===== config.mk =====
export PLATFORM = sky130hd
export DESIGN_NAME = pcm_voice_player
export DESIGN_NICKNAME = d
export VERILOG_FILES = /design/src/rtl/pcm_pkg.sv /design/src/rtl/pcm_voice_ctx.sv /design/src/rtl/pcm_voice_player.sv
export SDC_FILE = /design/constraint.sdc
export NUM_CORES = 1
export LEC_CHECK = 0
export CORE_AREA = 2 2 166 209
export CTS_BUF_LIST = sky130_fd_sc_hd__clkbuf_16
export DETAILED_ROUTE_END_ITERATION = 6
export DIE_AREA = 0 0 168 211
export MAX_ROUTING_LAYER = met4
export PLACE_DENSITY = 0.77
export SYNTH_ARGS = -nofsm -noshare
export SYNTH_HDL_FRONTEND = slang
export SYNTH_SLANG_ARGS = --single-unit

===== constraint.sdc =====
create_clock -name pcm_clk -period 11.25 [get_ports pcm_clk]
set_clock_uncertainty 0.2 [all_clocks]
set_input_delay 2.25 -clock pcm_clk [delete_from_list [all_inputs] [get_ports pcm_clk]]
set_output_delay 2.25 -clock pcm_clk [all_outputs]
set_load 0.01 [all_outputs]

===== src/rtl/pcm_pkg.sv =====
// Shared types and width helpers for the multi-voice PCM player.
package pcm_pkg;

   // Scan sequencer states: wait for tick, then ISSUE/CAPT per voice, then OUT.
   typedef enum logic [1:0] {
      IDLE  = 2'd0,
      ISSUE = 2'd1,
      CAPT  = 2'd2,
      OUT   = 2'd3
   } pcm_state_t;

   // Ceiling log2; clog2(1) == 0.
   function automatic int clog2(input int n);
      int r;
      r = 0;
      while ((1 << r) < n) r = r + 1;
      return r;
   endfunction

   // Mixed output width: one extra bit per doubling of the voice count.
   function automatic int out_width(input int dw, input int nch);
      return dw + clog2(nch);
   endfunction

   // Channel index width, never zero so a single-voice build still has a counter bit.
   function automatic int chan_width(input int nch);
      return (nch > 1) ? clog2(nch) : 1;
   endfunction

   // Widths for the default build.
   localparam int PCM_NCH = 4;
   localparam int PCM_DW  = 8;
   localparam int PCM_OW  = PCM_DW + clog2(PCM_NCH);
   localparam int PCM_CHW = chan_width(PCM_NCH);

endpackage


===== src/rtl/pcm_voice_ctx.sv =====
// Per-voice context: playback address, latched controls, request pending bits
// and the advance / apply-at-OUT rules.
module pcm_voice_ctx
   import pcm_pkg::*;
#(
   parameter int AW   = 15,
   parameter int VOLW = 4
) (
   input  logic            pcm_clk,
   input  logic            RESET,
   input  logic            i_kick,
   input  logic            i_stop,
   input  logic [AW-1:0]   i_start,
   input  logic [AW-1:0]   i_end,
   input  logic            i_loop,
   input  logic [VOLW-1:0] i_vol,
   input  logic            i_adv,
   input  logic            i_apply,
   output logic [AW-1:0]   o_addr,
   output logic [VOLW-1:0] o_vol,
   output logic            o_busy,
   output logic            o_done
);

   logic [AW-1:0]   r_addr;
   logic [AW-1:0]   r_start;
   logic [AW-1:0]   r_end;
   logic            r_loop;
   logic [VOLW-1:0] r_vol;
   logic            r_busy;
   logic            r_done;
   logic            r_kick_pend;
   logic            r_stop_pend;
   logic            r_ending;

   logic            w_kick;
   logic            w_stop;
   logic            w_range_ok;
   logic [AW-1:0]   w_addr_inc;

   // Requests arriving in the OUT cycle itself are folded into that apply.
   assign w_kick     = r_kick_pend | i_kick;
   assign w_stop     = r_stop_pend | i_stop;
   assign w_range_ok = (i_start < i_end);
   assign w_addr_inc = r_addr + AW'(1);

   // Voice state: accumulate requests, step the address in CAPT, resolve everything at OUT.
   always_ff @(posedge pcm_clk or posedge RESET) begin
      if (RESET) begin
         r_addr      <= '0;
         r_start     <= '0;
         r_end       <= '0;
         r_loop      <= 1'b0;
         r_vol       <= '0;
         r_busy      <= 1'b0;
         r_done      <= 1'b0;
         r_kick_pend <= 1'b0;
         r_stop_pend <= 1'b0;
         r_ending    <= 1'b0;
      end else begin
         r_done <= 1'b0;
         if (i_apply) begin
            r_kick_pend <= 1'b0;
            r_stop_pend <= 1'b0;
            r_ending    <= 1'b0;
            if (w_kick) begin
               // Kick wins over both a pending stop and a natural end.
               r_start <= i_start;
               r_end   <= i_end;
               r_loop  <= i_loop;
               r_vol   <= i_vol;
               r_addr  <= i_start;
               r_busy  <= w_range_ok;
               r_done  <= ~w_range_ok;
            end else begin
               if (r_ending) begin
                  r_busy <= 1'b0;
                  r_done <= 1'b1;
               end
               if (w_stop) r_busy <= 1'b0;
            end
         end else begin
            r_kick_pend <= w_kick;
            r_stop_pend <= w_stop;
            if (i_adv) begin
               if (w_addr_inc == r_end) begin
                  if (r_loop) r_addr   <= r_start;
                  else        r_ending <= 1'b1;
               end else begin
                  r_addr <= w_addr_inc;
               end
            end
         end
      end
   end

   assign o_addr = r_addr;
   assign o_vol  = r_vol;
   assign o_busy = r_busy;
   assign o_done = r_done;

endmodule


===== src/rtl/pcm_voice_player.sv =====
// Multi-voice PCM player: one shared sync ROM, scanned once per output sample,
// voices mixed unsigned into a widened output.
module pcm_voice_player
   import pcm_pkg::*;
#(
   parameter int NCH      = 4,
   parameter int AW       = 15,
   parameter int DW       = 8,
   parameter int VOLW     = 4,
   parameter int TICK_DIV = 64
) (
   input  logic                      pcm_clk,
   input  logic                      RESET,
   input  logic [NCH-1:0]            kick,
   input  logic [NCH-1:0]            stop,
   input  logic [NCH*AW-1:0]         start_addr,
   input  logic [NCH*AW-1:0]         end_addr,
   input  logic [NCH-1:0]            loop_en,
   input  logic [NCH*VOLW-1:0]       vol,
   output logic                      rom_rd,
   output logic [AW-1:0]             rom_addr,
   input  logic [DW-1:0]             rom_data,
   output logic [NCH-1:0]            busy,
   output logic [NCH-1:0]            done,
   output logic [DW+clog2(NCH)-1:0]  pcm_out,
   output logic                      pcm_valid
);

   localparam int OW  = out_width(DW, NCH);
   localparam int CHW = chan_width(NCH);
   localparam int TW  = clog2(TICK_DIV);
   localparam int PW  = DW + VOLW;

   pcm_state_t      r_state;
   logic [TW-1:0]   r_tick;
   logic [CHW-1:0]  r_ch;
   logic [OW-1:0]   r_acc;

   logic [AW-1:0]   w_addr [NCH];
   logic [VOLW-1:0] w_vol  [NCH];
   logic [NCH-1:0]  w_adv;
   logic            w_apply;
   logic            w_tick_wrap;
   logic            w_last_ch;
   logic [CHW-1:0]  w_ch_nxt;
   logic [VOLW-1:0] w_vol_sel;
   logic [PW-1:0]   w_prod;
   logic [DW-1:0]   w_contrib;

   assign w_tick_wrap = (r_tick == TW'(TICK_DIV - 1));
   assign w_apply     = (r_state == OUT);
   assign w_last_ch   = (r_ch == CHW'(NCH - 1));
   assign w_ch_nxt    = r_ch + CHW'(1);
   assign w_vol_sel   = w_vol[r_ch];
   // Scaled sample (data*vol)>>VOLW, so full volume is (2^VOLW-1)/2^VOLW.
   assign w_prod      = {{VOLW{1'b0}}, rom_data} * {{DW{1'b0}}, w_vol_sel};
   assign w_contrib   = w_prod[PW-1:VOLW];

   for (genvar gi = 0; gi < NCH; gi++) begin : g_voice
      assign w_adv[gi] = (r_state == CAPT) && (r_ch == CHW'(gi)) && busy[gi];

      pcm_voice_ctx #(
         .AW   (AW),
         .VOLW (VOLW)
      ) u_ctx (
         .pcm_clk (pcm_clk),
         .RESET   (RESET),
         .i_kick  (kick[gi]),
         .i_stop  (stop[gi]),
         .i_start (start_addr[gi*AW +: AW]),
         .i_end   (end_addr[gi*AW +: AW]),
         .i_loop  (loop_en[gi]),
         .i_vol   (vol[gi*VOLW +: VOLW]),
         .i_adv   (w_adv[gi]),
         .i_apply (w_apply),
         .o_addr  (w_addr[gi]),
         .o_vol   (w_vol[gi]),
         .o_busy  (busy[gi]),
         .o_done  (done[gi])
      );
   end

   // Tick divider, scan sequencer, registered ROM strobe/address and mixer.
   always_ff @(posedge pcm_clk or posedge RESET) begin
      if (RESET) begin
         r_state   <= IDLE;
         r_tick    <= '0;
         r_ch      <= '0;
         r_acc     <= '0;
         rom_rd    <= 1'b0;
         rom_addr  <= '0;
         pcm_out   <= '0;
         pcm_valid <= 1'b0;
      end else begin
         r_tick    <= w_tick_wrap ? '0 : r_tick + TW'(1);
         rom_rd    <= 1'b0;
         rom_addr  <= '0;
         pcm_valid <= 1'b0;
         // ROM strobe is set on entry to ISSUE so it is high exactly during ISSUE.
         case (r_state)
            IDLE: begin
               if (w_tick_wrap) begin
                  r_state  <= ISSUE;
                  r_ch     <= '0;
                  rom_rd   <= busy[0];
                  rom_addr <= busy[0] ? w_addr[0] : '0;
               end
            end
            ISSUE: begin
               r_state <= CAPT;
            end
            CAPT: begin
               if (busy[r_ch]) r_acc <= r_acc + OW'(w_contrib);
               if (w_last_ch) begin
                  r_state <= OUT;
               end else begin
                  r_state  <= ISSUE;
                  r_ch     <= w_ch_nxt;
                  rom_rd   <= busy[w_ch_nxt];
                  rom_addr <= busy[w_ch_nxt] ? w_addr[w_ch_nxt] : '0;
               end
            end
            OUT: begin
               pcm_out   <= r_acc;
               pcm_valid <= 1'b1;
               r_acc     <= '0;
               r_state   <= IDLE;
            end
            default: r_state <= IDLE;
         endcase
      end
   end

endmodule


### Drive-strength map

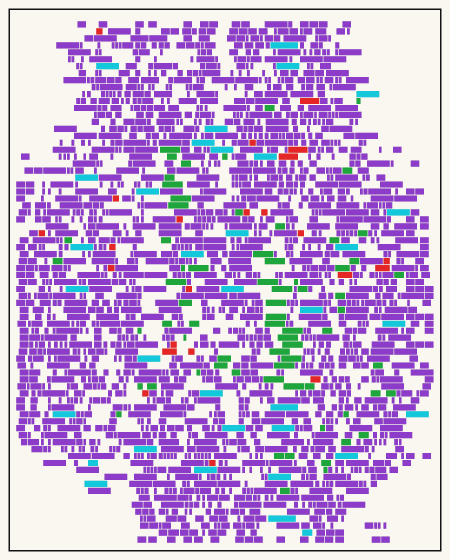
[purple] x1 and smaller | cells: 1844 | share: 94% | most used: nand2_1
[green] x2 | cells: 69 | share: 3.5% | most used: mux2_2
[cyan] x6 and larger | cells: 34 | share: 1.7% | most used: clkbuf_16
[red] x3 and x4 | cells: 23 | share: 1.2% | most used: buf_4

### Placement view

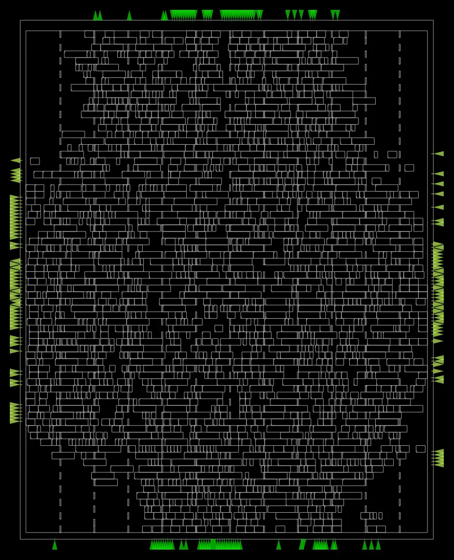
Core Area: 0.0333 mm2
Seq cells: 267

### Metal layers overlaid

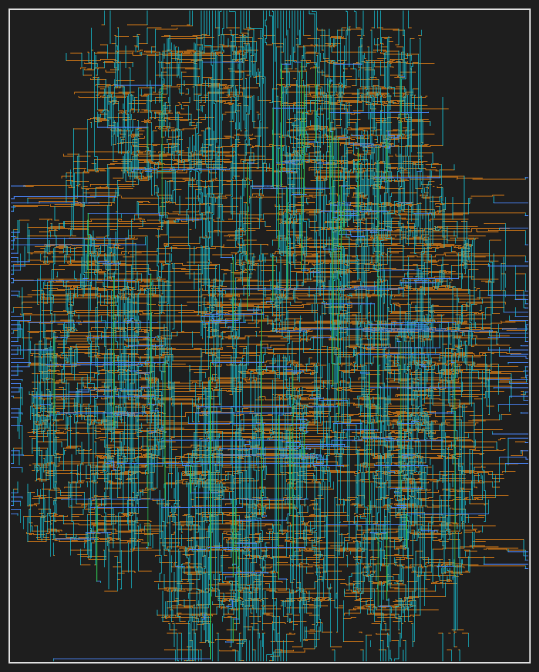
[green] M4 | wire length: 1650 um
[cyan] M2 | wire length: 22.8 mm
[orange] M1 | wire length: 18500 um
[blue] M3 | wire length: 2570 um

### Placement by cell class

Fill, decap, tap and diode cells in gray.
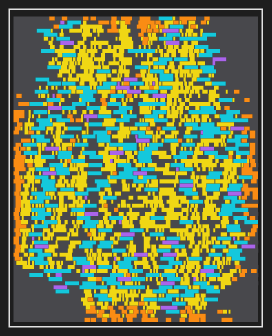
[yellow] remaining logic cells | cells: 1446
[orange] remaining buffers and delay cells | cells: 207
[cyan] registers | cells: 267
[purple] clock drivers and dummy loads | cells: 50

==> Changelog: implementation <==
### Changed

* Run status: finished, final reports clean
* OpenROAD warning count at 32
* Top cell area share at 0.402
* Setup_tns at 0 ps
* Vias after detailed routing at 13746
* Hold_sp: g_voice[2].u_ctx.r_start[5]
* Non-filler cells in the finished layout at 2394
* Complex Gates by Area at 0.131
* Min-delay worst type: reg -> reg
* Power Density at 111 mW/mm2
* Placed Cells at 2343
* Vias in the first global route at 14166
* FILL cells at 2808
* Global-route wire length before repair at 73.6 mm
* Final Util at 0.590
* Tmin final at 6800 ps
* Placed cell areas at 0.0187 mm2
* Met3 routed WL at 2.57 mm
* Clk_lat worst skew at 560 ps
* Gr usage total at 0.268
* Clk_buf instances at 29
* Synth top area cells: dfrtp_1 (40%), nand2_1 (8.5%), ha_1 (6.6%), o21ai_0 (4.4%), xnor2_1 (4.0%)
* Main logic family after synthesis: simple AND/OR/NAND/NOR gates
* Vias per cell at 5.74
* WL final at 45.5 mm
* Comb area at 0.00900 mm2
* Worst Max-Slew Pin Slew at 1110 ps
* Initial Util at 0.498
* Met1 Usage GRT at 0.331
* Critical path depth in cells at 21
* Register share of total power at 0.456
* Share of cells above drive strength 1 at 0.0640
* Horiz. Die Dim at 168 um
* FF-to-FF Start: r_ch[0]
* TritonCTS clock tree: yes
* Max incr delay on CP at 540 ps
* Busiest layer in global routing: met2
* Syn_area_per_cell at 9.16 um2
* Yosys cell count at 1813
* Storage cell area at 0.00668 mm2
* Simple-gate area share of the yosys netlist at 0.184
* Worst Hold Depth at 2
* DP Worst Slack at 3920 ps
* Asr flop ratio synth at 1.00
* Die area at 0.0354 mm2
* Yosys cell types at 78
* Worst EP required at 11470 ps
* Sw power at 543 uW
* DRT iter0 DRCs at 1080
Power and IR drop assume default switching activity.
